==> config.mk <==
export PLATFORM = sky130hd
export DESIGN_NAME = mem_access_ctrl
export DESIGN_NICKNAME = d
export VERILOG_FILES = /design/src/rtl/mem_access_ctrl.sv
export SDC_FILE = /design/constraint.sdc
export NUM_CORES = 1
export LEC_CHECK = 0
export CORE_MARGIN = 4
export CORE_UTILIZATION = 42
export CTS_CLUSTER_DIAMETER = 40
export DETAILED_ROUTE_END_ITERATION = 16
export PLACE_DENSITY = 0.83
export SYNTH_ARGS = -nofsm -noshare
export SYNTH_HDL_FRONTEND = slang
export SYNTH_SLANG_ARGS = --single-unit
==> constraint.sdc <==
create_clock -name clk -period 1.8 [get_ports clk]
set_input_delay 0.18 -clock clk [delete_from_list [all_inputs] [get_ports clk]]
set_output_delay 0.18 -clock clk [all_outputs]
set_load 0.02 [all_outputs]
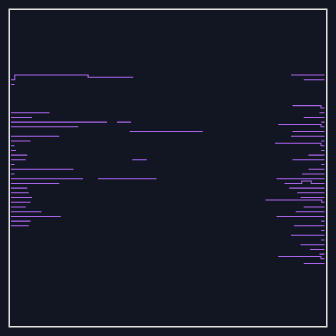
**Above:** metal 3.
share of all routed wire = 8.5%
wire length on this layer = 536 um
main direction = horizontal
longest straight run = 27.4 um
nets with wire on the layer = 63
Detailed Route WL: 6.33 mm
Via Count: 1850
global-route met3 utilization: 0.0679

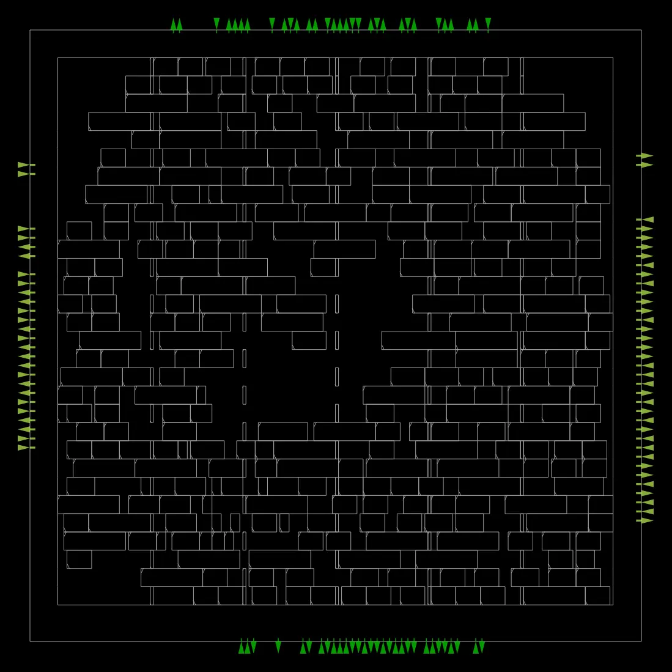
**Above:** placed standard cells.
core utilization of the finished layout: 0.659
post-layout instance count excluding filler cells: 389
area of the core region: 6760 sq um
sequential fraction of total cell area: 0.404

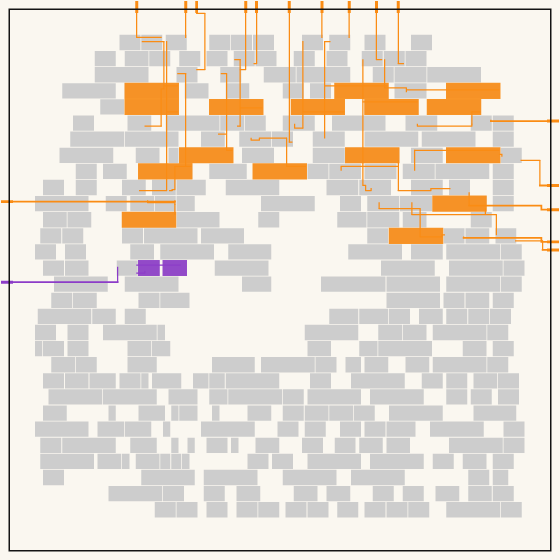
**Above:** port wiring.
MDR_IN -> orange  # bits 16, direction output, edge 10 top, 5 right, 1 left, end cells 16, buffers 16, wire 515 um
R_W_N -> purple  # bits 1, direction input, edge left, end cells 2, buffers 1, wire 29.3 um
count of input and output buffers: 121
Top Ports: 123

==> Implementation_results.wiki <==
== Run summary ==
{| class="wikitable"
! Metric !! Value
|-
| Proportion of register bits with asynchronous set or reset after synthesis || 1.00
|-
| Power per standard cell area || 1840 nW/um^2
|-
| Largest net degree at the start of global routing || 73
|-
| Overall die width || approximately 90 um
|-
| Most frequently used flop master after synthesis || sky130_fd_sc_hd__dfrtp_1
|-
| Area enclosed by the die boundary || 8310 sq um
|-
| Worst voltage drop across the vdd grid || between 0.0009 and 0.001 V
|-
| Logic depth of the worst path, buffers included || 6
|-
| Vertical die dimension || ~90 um
|-
| Commonest cells in the netlist || sky130_fd_sc_hd__dfrtp_1, sky130_fd_sc_hd__mux2_2, sky130_fd_sc_hd__mux2_4
|-
| Root cell of the clock tree || sky130_fd_sc_hd__clkbuf_8
|-
| # diodes || 0
|-
| Sequential share of the synthesized area || 0.620
|-
| Fillers || ~520
|-
| Maximum buffer depth of the clock tree || 2
|-
| Clock transition at the register clock pins on the worst setup and hold paths after CTS || 0.08 ns
|-
| Post-synthesis to final-layout area growth || 53.4%
|-
| Post-detailed-placement cell area || approximately 4200 sq um
|-
| Count of unresolved DRC violations after routing || 0
|-
| Final design instance area without fill || roughly 4500 sq um
|-
| Half-perimeter wire length of the detailed placement result || around 4.7 mm
|-
| Combinational gate power || between 4000 and 5000 uW
|-
| Switching share of power || 0.348
|-
| Initial antenna violation count || 0
|-
| Final setup viols || 0
|-
| Hold Crit Class || in2async
|-
| Worst Clk Skew || between 0.008 and 0.009 ns
|-
| Depth of the most critical reg-to-reg path || 6
|-
| Max Fclk || 600 MHz
|-
| Clock latency on the worst-skew pair || about 0.33 ns
|-
| CP Capture Type || register
|-
| Critical Path Start Type || register
|-
| Top sig layer || met4
|-
| Yosys top cell by instances || sky130_fd_sc_hd__dfrtp_1
|-
| Area share of the leading cell type in the synthesized netlist || 0.620
|-
| Leakage power || 0.00199 uW
|-
| Sequence of cells on the critical path || inv_1, ha_1, and2_2, nand3_4, buf_12, mux2_2
|-
| Top power consumer group || combinational logic
|-
| TritonCTS clock tree || yes
|-
| H-tree depth || 3
|-
| Main area contributors || sky130_fd_sc_hd__dfrtp_1, sky130_fd_sc_hd__mux2_2, sky130_fd_sc_hd__mux2_4, sky130_fd_sc_hd__ha_1, sky130_fd_sc_hd__buf_6
|-
| Slowest stage delay, CP || between 0.3 and 0.4 ns
|-
| Max-Cap Viols || 0
|-
| Final Max Slew Viols || 0
|-
| Number of synthesized flops with an enable pin || 0
|-
| Final hold vios || 0
|-
| Critical path data arrival time || 1.88 ns
|-
| Global-route wire length before repair || between 10 and 15 mm
|-
| Minimum period implied by the final worst setup slack || roughly 1.7 ns
|-
| Cells in synth_stat.txt || 174
|-
| Starting density of the core || 0.430
|-
| Global Route Usage Sum || 0.161
|-
| Share of cells above drive strength 1 || 0.301
|-
| Warnings from Yosys || 0
|-
| Cell area after synthesis || approximately 2900 sq um
|-
| Number of logged tool warnings || 30
|-
| Share of the clock period used by the worst path after layout || 0.926
|-
| Max FO, Critical Path || 16
|-
| Number of buffers created by CTS || 9
|-
| Status || complete, no violations
|-
| Net count, final || 363
|-
| Num Clock Sinks || approximately 70
|-
| DR WL/cell || ~16 um
|-
| Share of power burned in the clock network || 0.158
|-
| Number of unique standard cell types used by synthesis || 19
|-
| Synthesized net count || about 230
|-
| Part of the total power dissipated in sequential elements || 0.350
|-
| Sum of met2 wire segment lengths after detailed routing || about 3.2 mm
|-
| Met3 Wirelength || approximately 540 um
|-
| Cell family contributing the most delay on the critical path || flip-flops
|-
| Yosys stat chip area || approximately 2900 sq um
|-
| Class of the most critical setup path || reg2reg
|-
| Number of DRC markers in iteration 0 || about 46
|-
| Power dissipated in sequential cells || 2860 uW
|-
| Register bit total from synthesis || ~70
|-
| Vias per inst || around 4.8
|-
| Routed Antenna Nets || 0
|-
| Vias in the first global route || roughly 2.1k
|-
| Combinational Power Share || 0.491
|-
| Net switching power || approximately 2800 uW
|-
| Slowest cell on crit path || sky130_fd_sc_hd__dfrtp_1
|-
| Number of buffer and inverter stages on the critical path || 2
|-
| Count of standard-cell rows || 30
|-
| Cell taking the most area after synthesis || sky130_fd_sc_hd__dfrtp_1
|-
| Power consumed by the clock network || approximately 1300 uW
|-
| WL met1 || 2.53 mm
|-
| Synthesized instance count || about 170
|-
| Setup slack of the worst register-to-register path || 0.13 ns
|-
| Data required time at the worst endpoint || ~2.0 ns
|-
| DRT Pass-1 Iters || 4
|-
| Last weighted congestion value of the routability-driven placer || slightly below 0.7
|-
| Grt ovf || 0
|-
| Mapped Avg Cell Area || 16.7 sq um
|-
| Unrepaired setup endpoints after global routing || false
|-
| Internal power contribution || 5330 uW
|}
[metal layers]
layer / global-route usage / up-vias
met5: 0 / -
met4: 0.0452 / 0
met3: 0.0679 / 2
met2: 0.270 / 69
met1: 0.188 / 920
li1: - / 859
[cell type report]
type	instances	area (sq um)	share of cell area
inverter	6	22.5	0.00505
clock buffer	9	124	0.0278
timing repair buffer	127	1310	0.293
sequential	72	1800	0.404
tap	80	100	0.0225
multi-input combinational	88	1020	0.229
clock inverter	7	80.1	0.0180
[metrics by stage]
| step | power [uW] | worst slack [ns] | cells | hold WS (ns) | TNS (ns) |
|---|---|---|---|---|---|
| 2_1_floorplan | 5000 | 0.194 | 174 | -0.116 | 0 |
| 3_3_place_gp | 6800 | 0.0206 | 370 | 0.219 | 0 |
| 3_5_place_dp | 6940 | -0.0291 | 370 | 0.225 | -0.394 |
| 4_1_cts | 8280 | 0.0762 | 389 | 0.411 | 0 |
| 5_1_grt | 8630 | 0.0451 | 389 | 0.425 | 0 |
| 6_report | 8180 | 0.133 | 389 | 0.411 | 0 |
[cells by family after synthesis]
kind of cell	Yosys count	share of synthesized area
flops	72	0.620
other cells	1	0.00129
mux	69	0.292
compound gates	4	0.00948
buf+inv	14	0.0314
simple gates	9	0.0237
fa+ha+maj	5	0.0215
[placed cells by master, fill, tap and decap left out]
master / count
sky130_fd_sc_hd__ha_1: 5
sky130_fd_sc_hd__bufinv_16: 1
sky130_fd_sc_hd__nand2_1: 2
sky130_fd_sc_hd__mux2_2: 47
sky130_fd_sc_hd__nor2_1: 3
sky130_fd_sc_hd__inv_1: 6
sky130_fd_sc_hd__o21ai_0: 2
sky130_fd_sc_hd__nand3_4: 1
sky130_fd_sc_hd__and2_2: 1
sky130_fd_sc_hd__inv_6: 1
sky130_fd_sc_hd__buf_12: 4
sky130_fd_sc_hd__inv_8: 1
sky130_fd_sc_hd__conb_1: 1
sky130_fd_sc_hd__dfrtp_1: 72
sky130_fd_sc_hd__clkinvlp_4: 1
sky130_fd_sc_hd__clkbuf_8: 9
sky130_fd_sc_hd__dlygate4sd3_1: 1
sky130_fd_sc_hd__o2bb2ai_1: 1
sky130_fd_sc_hd__buf_4: 2
sky130_fd_sc_hd__clkinv_2: 1
sky130_fd_sc_hd__mux2i_1: 2
sky130_fd_sc_hd__nand3b_4: 1
sky130_fd_sc_hd__mux2_4: 20
sky130_fd_sc_hd__o221ai_1: 1
sky130_fd_sc_hd__clkdlybuf4s50_1: 120
sky130_fd_sc_hd__clkinv_4: 2
sky130_fd_sc_hd__nor2b_4: 1
[timing repair]
| action | 4_1_cts | 5_1_grt |
|---|---|---|
| pin swaps | 2 | 0 |
| setup buffers | 2 | 0 |
| gates resized | 0 | 1 |
| hold endpoints to repair | 72 | 0 |
| hold buffers | 1 | 0 |
| endpoints found under the setup margin | 27 | 25 |
[worst reg2reg max path: stages, from the launching register on]
cell                      delay, ns
sky130_fd_sc_hd__dfrtp_1       0.39
sky130_fd_sc_hd__inv_1         0.10
sky130_fd_sc_hd__ha_1          0.22
sky130_fd_sc_hd__and2_2        0.23
sky130_fd_sc_hd__nand3_4       0.10
sky130_fd_sc_hd__buf_12        0.17
sky130_fd_sc_hd__mux2_2        0.35
Power and IR drop assume default switching activity.
